==> images/class_map.png <==
The bar under the picture is 50 um long. Fill, decap, tap and diode cells in gray.
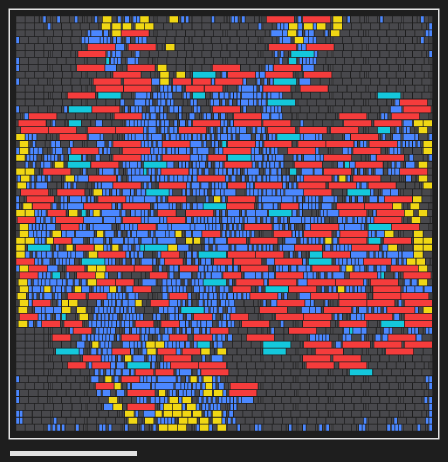
==> images/congestion_map.png <==
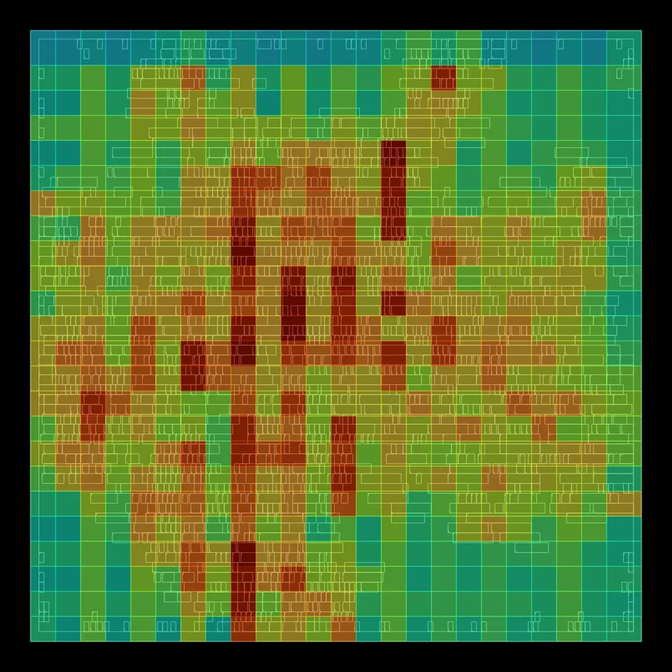
==> images/m1.png <==
Supply wires on this layer in gray.
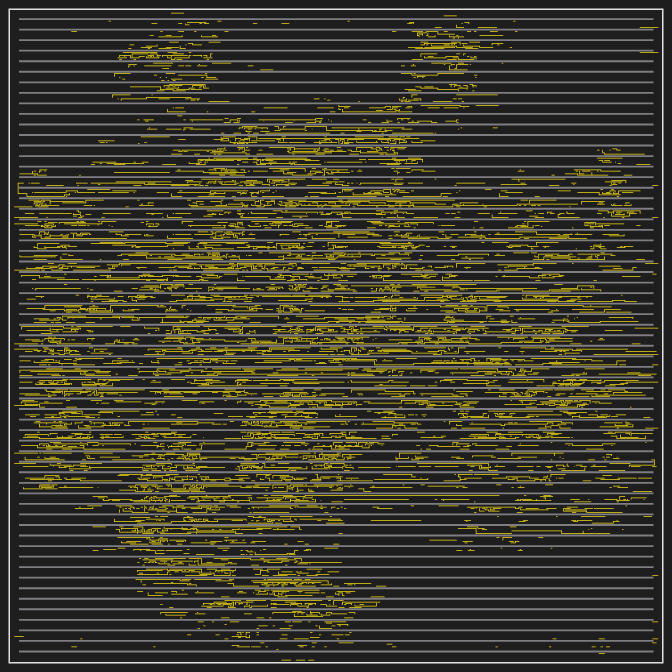
==> images/m4.png <==
The bar under the picture is 50 um long. Supply wires on this layer in gray. Cells faint in the background.
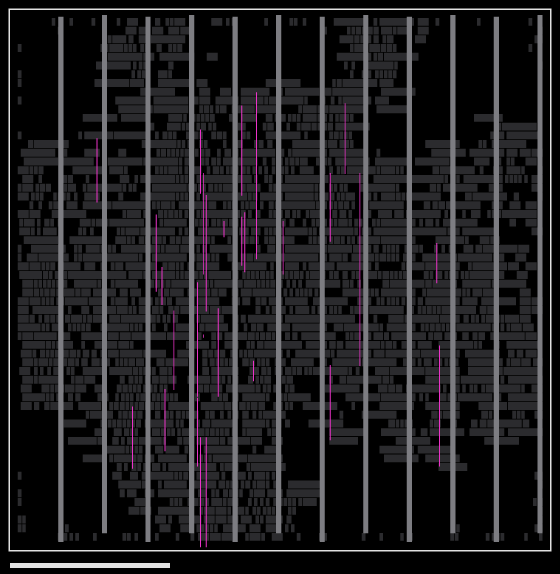
==> images/util_map.png <==
The die is cut into 17 by 17 equal tiles; white is low, dark blue is high, 0 to 100% covered.
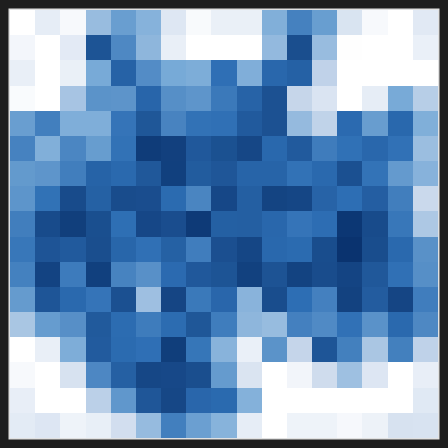
--- src/rtl/noc_tg_top.sv ---
// Traffic harness for a ROWS x COLS mesh. Each node has a packet generator
// on its local injection port and a flit checker on its ejection port.
// A start pulse launches NUM_PKTS packets per node. The harness reports done
// when every tail has come back, or a sticky err on any bad flit or timeout.
//
// Generator FSM (one per node)
//   state  | meaning
//   IDLE   | waiting for an accepted start
//   GAP    | counting down inter-packet idle cycles; destination latched on exit
//   SEND   | presenting flits of the current packet, advancing on tx_ready
//   FIN    | all packets sent; waits for the run to end
`timescale 1ns/1ps
module noc_tg_top #(
    parameter int          ROWS      = 2,
    parameter int          COLS      = 2,
    parameter int          FLIT_W    = 32,
    parameter int          PKT_LEN   = 4,
    parameter int          NUM_PKTS  = 16,
    parameter int          TIMEOUT   = 4096,
    parameter logic [15:0] LFSR_SEED = 16'hACE1,
    localparam int         N         = ROWS * COLS,
    localparam int         ID_W      = (N > 1) ? $clog2(N) : 1
) (
    input  logic                clk,
    input  logic                rst,
    input  logic                start,
    input  logic [1:0]          mode,
    input  logic [ID_W-1:0]     fixed_dst,
    input  logic [7:0]          inj_gap,
    output logic [N-1:0]        tx_valid,
    output logic [N*FLIT_W-1:0] tx_data,
    input  logic [N-1:0]        tx_ready,
    input  logic [N-1:0]        rx_valid,
    input  logic [N*FLIT_W-1:0] rx_data,
    output logic [N-1:0]        rx_ready,
    output logic                busy,
    output logic                done,
    output logic                err,
    output logic [15:0]         tx_pkts,
    output logic [15:0]         rx_pkts
);

    localparam int PC_W   = $clog2(NUM_PKTS + 1);
    localparam int FI_W   = (PKT_LEN > 1) ? $clog2(PKT_LEN) : 1;
    localparam int TO_W   = $clog2(TIMEOUT + 1);
    localparam int TOT    = N * NUM_PKTS;
    localparam int SRC_HI = FLIT_W - 2;
    localparam int DST_HI = FLIT_W - 2 - ID_W;
    localparam int SEQ_HI = FLIT_W - 2 - 2 * ID_W;

    typedef enum logic [1:0] {G_IDLE, G_GAP, G_SEND, G_FIN} gen_state_t;

    gen_state_t        gen_state [N];
    gen_state_t        gen_next  [N];
    logic [7:0]        gap_cnt   [N];
    logic [FI_W-1:0]   flit_idx  [N];
    logic [PC_W-1:0]   pkts_sent [N];
    logic [7:0]        seq       [N];
    logic [ID_W-1:0]   dst_q     [N];
    logic [ID_W-1:0]   dst_sel   [N];
    logic [15:0]       lfsr      [N];
    logic [FI_W-1:0]   rx_cnt    [N];
    logic [7:0]        gap_lat;
    logic [TO_W-1:0]   tmo_cnt;
    logic [N-1:0]      tail_out;
    logic [N-1:0]      tail_fire;
    logic [N-1:0]      rx_tail;
    logic              start_acc;
    logic              all_fin;
    logic              chk_err;
    logic              tmo_hit;
    logic [16:0]       tx_sum;
    logic [16:0]       rx_sum;
    logic              rx_unused_bits;

    function automatic logic [15:0] seed_of(input int idx);
        logic [15:0] s;
        s = LFSR_SEED ^ 16'(idx);
        return (s == 16'd0) ? 16'd1 : s;
    endfunction

    function automatic logic [15:0] lfsr_step(input logic [15:0] l);
        return {l[14:0], l[15] ^ l[13] ^ l[12] ^ l[10]};
    endfunction

    assign start_acc      = start && !busy;
    assign rx_unused_bits = ^rx_data;

    // Generator state registers
    always_ff @(posedge clk) begin
        for (int i = 0; i < N; i++) begin
            if (!rst) gen_state[i] <= G_IDLE;
            else      gen_state[i] <= gen_next[i];
        end
    end

    // Generator next-state logic; a start always restarts, end of run parks in IDLE
    always_comb begin
        for (int i = 0; i < N; i++) begin
            gen_next[i] = gen_state[i];
            if (start_acc) begin
                gen_next[i] = G_GAP;
            end else if (gen_state[i] != G_IDLE && !busy) begin
                gen_next[i] = G_IDLE;
            end else begin
                case (gen_state[i])
                    G_GAP:  if (gap_cnt[i] == 8'd0) gen_next[i] = G_SEND;
                    G_SEND: if (tail_fire[i])
                                gen_next[i] = (pkts_sent[i] == PC_W'(NUM_PKTS - 1)) ? G_FIN : G_GAP;
                    default: ;
                endcase
            end
        end
    end

    // Generator outputs: flit valid and flit contents per node
    always_comb begin
        logic [FLIT_W-1:0] f;
        tx_valid = '0;
        tx_data  = '0;
        for (int i = 0; i < N; i++) begin
            tail_out[i]   = (flit_idx[i] == FI_W'(PKT_LEN - 1));
            tx_valid[i]   = (gen_state[i] == G_SEND) && busy;
            f             = '0;
            f[FLIT_W-1]   = tail_out[i];
            f[SRC_HI -: ID_W] = ID_W'(i);
            f[DST_HI -: ID_W] = dst_q[i];
            f[SEQ_HI -: 8]    = seq[i];
            tx_data[i*FLIT_W +: FLIT_W] = f;
        end
    end

    // Accepted tail flits, one bit per node
    always_comb begin
        for (int i = 0; i < N; i++) begin
            tail_fire[i] = tx_valid[i] && tx_ready[i] && tail_out[i];
        end
    end

    // Destination candidate per node for the next packet
    always_comb begin
        logic [ID_W-1:0] r;
        logic [ID_W-1:0] rm;
        logic [ID_W-1:0] nb;
        for (int i = 0; i < N; i++) begin
            r  = lfsr[i][ID_W-1:0];
            rm = r;
            if (32'(r) >= 32'(N)) rm = r - ID_W'(N);
            nb = ID_W'((i + 1) % N);
            case (mode)
                2'd1:    dst_sel[i] = fixed_dst;
                2'd2:    dst_sel[i] = nb;
                default: dst_sel[i] = (rm == ID_W'(i)) ? nb : rm;
            endcase
        end
    end

    // Generator datapath: gap timer, flit index, packet/seq counters, LFSR
    always_ff @(posedge clk) begin
        for (int i = 0; i < N; i++) begin
            if (!rst) begin
                gap_cnt[i]   <= 8'd0;
                flit_idx[i]  <= '0;
                pkts_sent[i] <= '0;
                seq[i]       <= 8'd0;
                dst_q[i]     <= '0;
                lfsr[i]      <= seed_of(i);
            end else if (start_acc) begin
                gap_cnt[i]   <= inj_gap;
                flit_idx[i]  <= '0;
                pkts_sent[i] <= '0;
            end else if (busy) begin
                case (gen_state[i])
                    G_GAP: begin
                        if (gap_cnt[i] == 8'd0) begin
                            dst_q[i] <= dst_sel[i];
                            if (mode != 2'd1 && mode != 2'd2) lfsr[i] <= lfsr_step(lfsr[i]);
                        end else begin
                            gap_cnt[i] <= gap_cnt[i] - 8'd1;
                        end
                    end
                    G_SEND: begin
                        if (tx_valid[i] && tx_ready[i]) begin
                            if (tail_out[i]) begin
                                flit_idx[i]  <= '0;
                                pkts_sent[i] <= pkts_sent[i] + PC_W'(1);
                                seq[i]       <= seq[i] + 8'd1;
                                gap_cnt[i]   <= gap_lat;
                            end else begin
                                flit_idx[i]  <= flit_idx[i] + FI_W'(1);
                            end
                        end
                    end
                    default: ;
                endcase
            end
        end
    end

    // Inter-packet gap captured once per run
    always_ff @(posedge clk) begin
        if (!rst)           gap_lat <= 8'd0;
        else if (start_acc) gap_lat <= inj_gap;
    end

    // Checker: flag misrouted flits, bad sources and wrong packet lengths
    always_comb begin
        logic [FLIT_W-1:0] fl;
        logic [ID_W-1:0]   src;
        logic [ID_W-1:0]   dst;
        chk_err = 1'b0;
        rx_tail = '0;
        for (int i = 0; i < N; i++) begin
            fl  = rx_data[i*FLIT_W +: FLIT_W];
            src = fl[SRC_HI -: ID_W];
            dst = fl[DST_HI -: ID_W];
            rx_tail[i] = rx_valid[i] && fl[FLIT_W-1];
            if (rx_valid[i]) begin
                if (dst != ID_W'(i) || 32'(src) >= 32'(N)) chk_err = 1'b1;
                if (fl[FLIT_W-1] != (rx_cnt[i] == FI_W'(PKT_LEN - 1))) chk_err = 1'b1;
            end
        end
    end

    // Checker per-packet flit position
    always_ff @(posedge clk) begin
        for (int i = 0; i < N; i++) begin
            if (!rst || start_acc) begin
                rx_cnt[i] <= '0;
            end else if (rx_valid[i]) begin
                if (rx_tail[i])                              rx_cnt[i] <= '0;
                else if (rx_cnt[i] != FI_W'(PKT_LEN - 1))    rx_cnt[i] <= rx_cnt[i] + FI_W'(1);
            end
        end
    end

    // Tail popcounts added to the packet totals, and run completion inputs
    always_comb begin
        tx_sum  = {1'b0, tx_pkts};
        rx_sum  = {1'b0, rx_pkts};
        all_fin = 1'b1;
        for (int i = 0; i < N; i++) begin
            tx_sum = tx_sum + 17'(tail_fire[i]);
            rx_sum = rx_sum + 17'(rx_tail[i]);
            if (gen_state[i] != G_FIN) all_fin = 1'b0;
        end
        tmo_hit = busy && !(|rx_valid) && (tmo_cnt == '0);
    end

    // Run control: busy/done/err, saturating packet counters, idle timeout
    always_ff @(posedge clk) begin
        if (!rst) begin
            busy     <= 1'b0;
            done     <= 1'b0;
            err      <= 1'b0;
            tx_pkts  <= 16'd0;
            rx_pkts  <= 16'd0;
            tmo_cnt  <= '0;
            rx_ready <= '0;
        end else begin
            rx_ready <= '1;
            if (start_acc) begin
                busy    <= 1'b1;
                done    <= 1'b0;
                err     <= 1'b0;
                tx_pkts <= 16'd0;
                rx_pkts <= 16'd0;
                tmo_cnt <= TO_W'(TIMEOUT - 1);
            end else begin
                tx_pkts <= tx_sum[16] ? 16'hFFFF : tx_sum[15:0];
                rx_pkts <= rx_sum[16] ? 16'hFFFF : rx_sum[15:0];
                if (|rx_valid)                    tmo_cnt <= TO_W'(TIMEOUT - 1);
                else if (busy && tmo_cnt != '0)   tmo_cnt <= tmo_cnt - TO_W'(1);
                if (chk_err || tmo_hit) begin
                    err  <= 1'b1;
                    busy <= 1'b0;
                end else if (busy && all_fin && rx_pkts == 16'(TOT)) begin
                    done <= 1'b1;
                    busy <= 1'b0;
                end
            end
        end
    end

endmodule

--- config.mk ---
export PLATFORM = sky130hd
export DESIGN_NAME = noc_tg_top
export DESIGN_NICKNAME = d
export VERILOG_FILES = /design/src/rtl/noc_tg_top.sv
export SDC_FILE = /design/constraint.sdc
export NUM_CORES = 1
export LEC_CHECK = 0
export ABC_AREA = 1
export CORE_MARGIN = 2
export CORE_UTILIZATION = 51
export CTS_CLUSTER_SIZE = 14
export DETAILED_ROUTE_END_ITERATION = 10
export PLACE_DENSITY = 0.93
export SETUP_SLACK_MARGIN = 0.02
export SLEW_MARGIN = 5
export SYNTH_ARGS = -nofsm -noshare
export SYNTH_HDL_FRONTEND = slang
export SYNTH_SLANG_ARGS = --single-unit
--- constraint.sdc ---
create_clock -name clk -period 3.5 [get_ports clk]
set_input_delay 0.7 -clock clk [delete_from_list [all_inputs] [get_ports clk]]
set_output_delay 0.7 -clock clk [all_outputs]
set_load 0.02 [all_outputs]
==> results.toml <==
# implementation run metrics
[yosys]
syn_area_per_cell_sq_um = 8.600
ys_seq_share = 0.4699
xor_share = 0.02991
yosys_area_sq_mm = 0.01376
ys_sh_aoi = 0.05474
muxShareOfSynthArea = 0
synth_warnings = 0
area_leaders = "edfxtp_1, dfxtp_1, nand2_1"
synthCells = 1600
synth.distinct_cells = 48
synth_top_area_share = 0.3753
synthSimpleGateAreaFrac = 0.2650
syn_area_sq_mm = 0.01376
ys_cells = 1600

[power]
seqPwrFrac = 0.459
total_power_w = 0.007051
power.switching_w = 0.001834
p_comb_w = 0.000886
worst_ir_drop_vdd_mv = 0.3670
pg_clk_w = 0.00293
p_leak_nw = 6.874
powerSeq_w = 0.00324
power_density_mw_per_mm2 = 442.6
maxPowerGroup = "sequential cells"

[global_route]
grt_max_degree = 27
globalRouteMet2Util = 0.3627

[routing]
drtPass1Iterations = 5
ant_nets = 0
vias = 10860
drc = 0
drtIter0Drc = 862
routed_wl_um = 30240

[floorplan]
core_area_sq_mm = 0.02673
fp_util = 0.5149
die_area_sq_mm = 0.02831
die_h_um = 168.3
io_pins = 322

[final_layout]
seq_area_sq_mm = 0.006466
syn_to_final_growth_pct = 15.77
drive_gt1_frac = 0.09903
insertedDiodeCount = 0
layout_top_cell = "nand2_1"
lay_top_cells = "nand2_1, nor2_1, inv_1"
layout.nets = 1943

[worst_setup_path]
reg2regPathDepth = 17
reg2reg_from = "busy"
cp_num_buf_inv = 5
critPathSlowestCell = "dfxtp_1"
regToRegSetupSlack_ps = 210
reg2reg_to = "tx_pkts[15]"
critPathMaxFanout = 23
crit_start = "busy"
endpoint = "tx_pkts[15]"
worstSetupStartpointType = "flip-flop"
path_cells = "buf_4 -> nand2_1 -> inv_2 -> nand2_2 -> inv_2 -> nand2_2 -> fa_1 -> inv_1 -> fa_1 -> nand3_2 -> nor2_2 -> nand2_2 -> nor2_4 -> nand3_2 -> nand3_1 -> nand2_1 -> inv_1"
arrival_ps = 3760
cp-end-kind = "flip-flop"
path_depth = 17
worstPathRequired_ps = 3980
critPathTopFamily = "simple AND/OR/NAND/NOR gates"

[run]
maxCapViolCount = 0
warnings = 159

[sta]
min_period_over_period = 0.9395
fin_hold_ws_ps = 449.8
worstMarginPinSlew_ps = 587.8
period_needed_ps = 3288
slew_headroom = 0.6077
fmax_mhz = 304.1

[clock_network]
clock_path_buffers = 3
path_clk_slew_ps = 60
htree_levels = 1
insertion_delay_ps = 530
numCtsBuffers = 27
cts_setup_buffers = 0

[worst_hold_path]
hold_end = "done"

[placed_design]
io_buffers = 121
place.gp.congestion = 0.9256

[run_status]
status = "completed"
Notes on class_map.png above:
color	class	cells	share of their area
yellow	remaining buffers and delay cells	147	9.1%
cyan	clock drivers and dummy loads	49	6.0%
blue	remaining logic cells	1324	43%
red	sequential cells	237	42%

Notes on congestion_map.png above:
fin util: 0.5961
Global Route Usage Sum: 0.2067
GRT Max-Usage Layer: met2
met1 Use GR: 0.2594

Notes on m1.png above:
nets with wire on the layer	1667
wire length on this layer	12200 um
share of all routed wire	40%

Notes on m4.png above:
wire length on this layer	673 um
nets with wire on the layer	19

Notes on util_map.png above:
nearly empty tiles	10%
mean over tiles	55%
emptiest ninth of the die	top right
fullest tile	99%
tiles over 75% full	36%

==> Yosys cell counts, drive strengths merged <==
cell type	n
o21a	2
xor2	27
nand2	317
fa	6
a22oi	2
or2	33
nor2	248
inv	222
dfxtp	65
nor3	20
a21boi	1
o21ai	68
edfxtp	172
nor4	1
conb	2
o21bai	1
nand3b	4
clkbuf	4
nand3	115
buf	117
ha	49
nand4	21
xnor2	20
and3	3
o22ai	1
a21oi	49
a31oi	15
nor3b	13
o31ai	2
==> metrics by stage <==
step | setup TNS [ps] | cell area, sq um | std cells | worst slack (ps)
detailed placement | -1201 | 15000 | 2049 | -122.4
floorplan | 0 | 14070 | 1682 | 367.8
global route | 0 | 15930 | 2098 | 36.80
finish | 0 | 15930 | 2098 | 211.9
global placement | -197.2 | 15000 | 2049 | -58.34
CTS | 0 | 15930 | 2098 | 209.3
==> registers in the layout (all words and copies together) (netlist names), 8 cells and up <==
register   cells
seq           32
lfsr          64
dst_q          8
flit_idx       8
gen_state      8
tmo_cnt       13
tx_pkts       16
rx_pkts       16
rx_cnt         8
gap_lat        8
pkts_sent     20
gap_cnt       32
==> per-layer routing <==
metal  vias up  part of all wire  wire length [um]
met5         -           0.00046                14
li1       5283                 -                 -
met4         2             0.022               672
met3        63             0.079              2384
met2       445              0.49             14930
met1      5068              0.40             12240
==> worst min-delay path, cell delays in order (launching register included) <==
cell and delay (ps):
dfxtp_1 310, inv_1 50, a21oi_1 50
==> final cells by class <==
type	instances	share of cell area
flip-flops and latches	237	0.4059
clock inverters	11	0.008797
well taps	341	0.02678
clock buffers	38	0.04940
inverters	222	0.05247
multi-input cells	1102	0.3684
repair buffers	147	0.08828
==> what timing repair did <==
action                                  4_1_cts  5_1_grt
endpoints found under the setup margin        0        5
resized                                       0        1
hold buffers                                  0        0
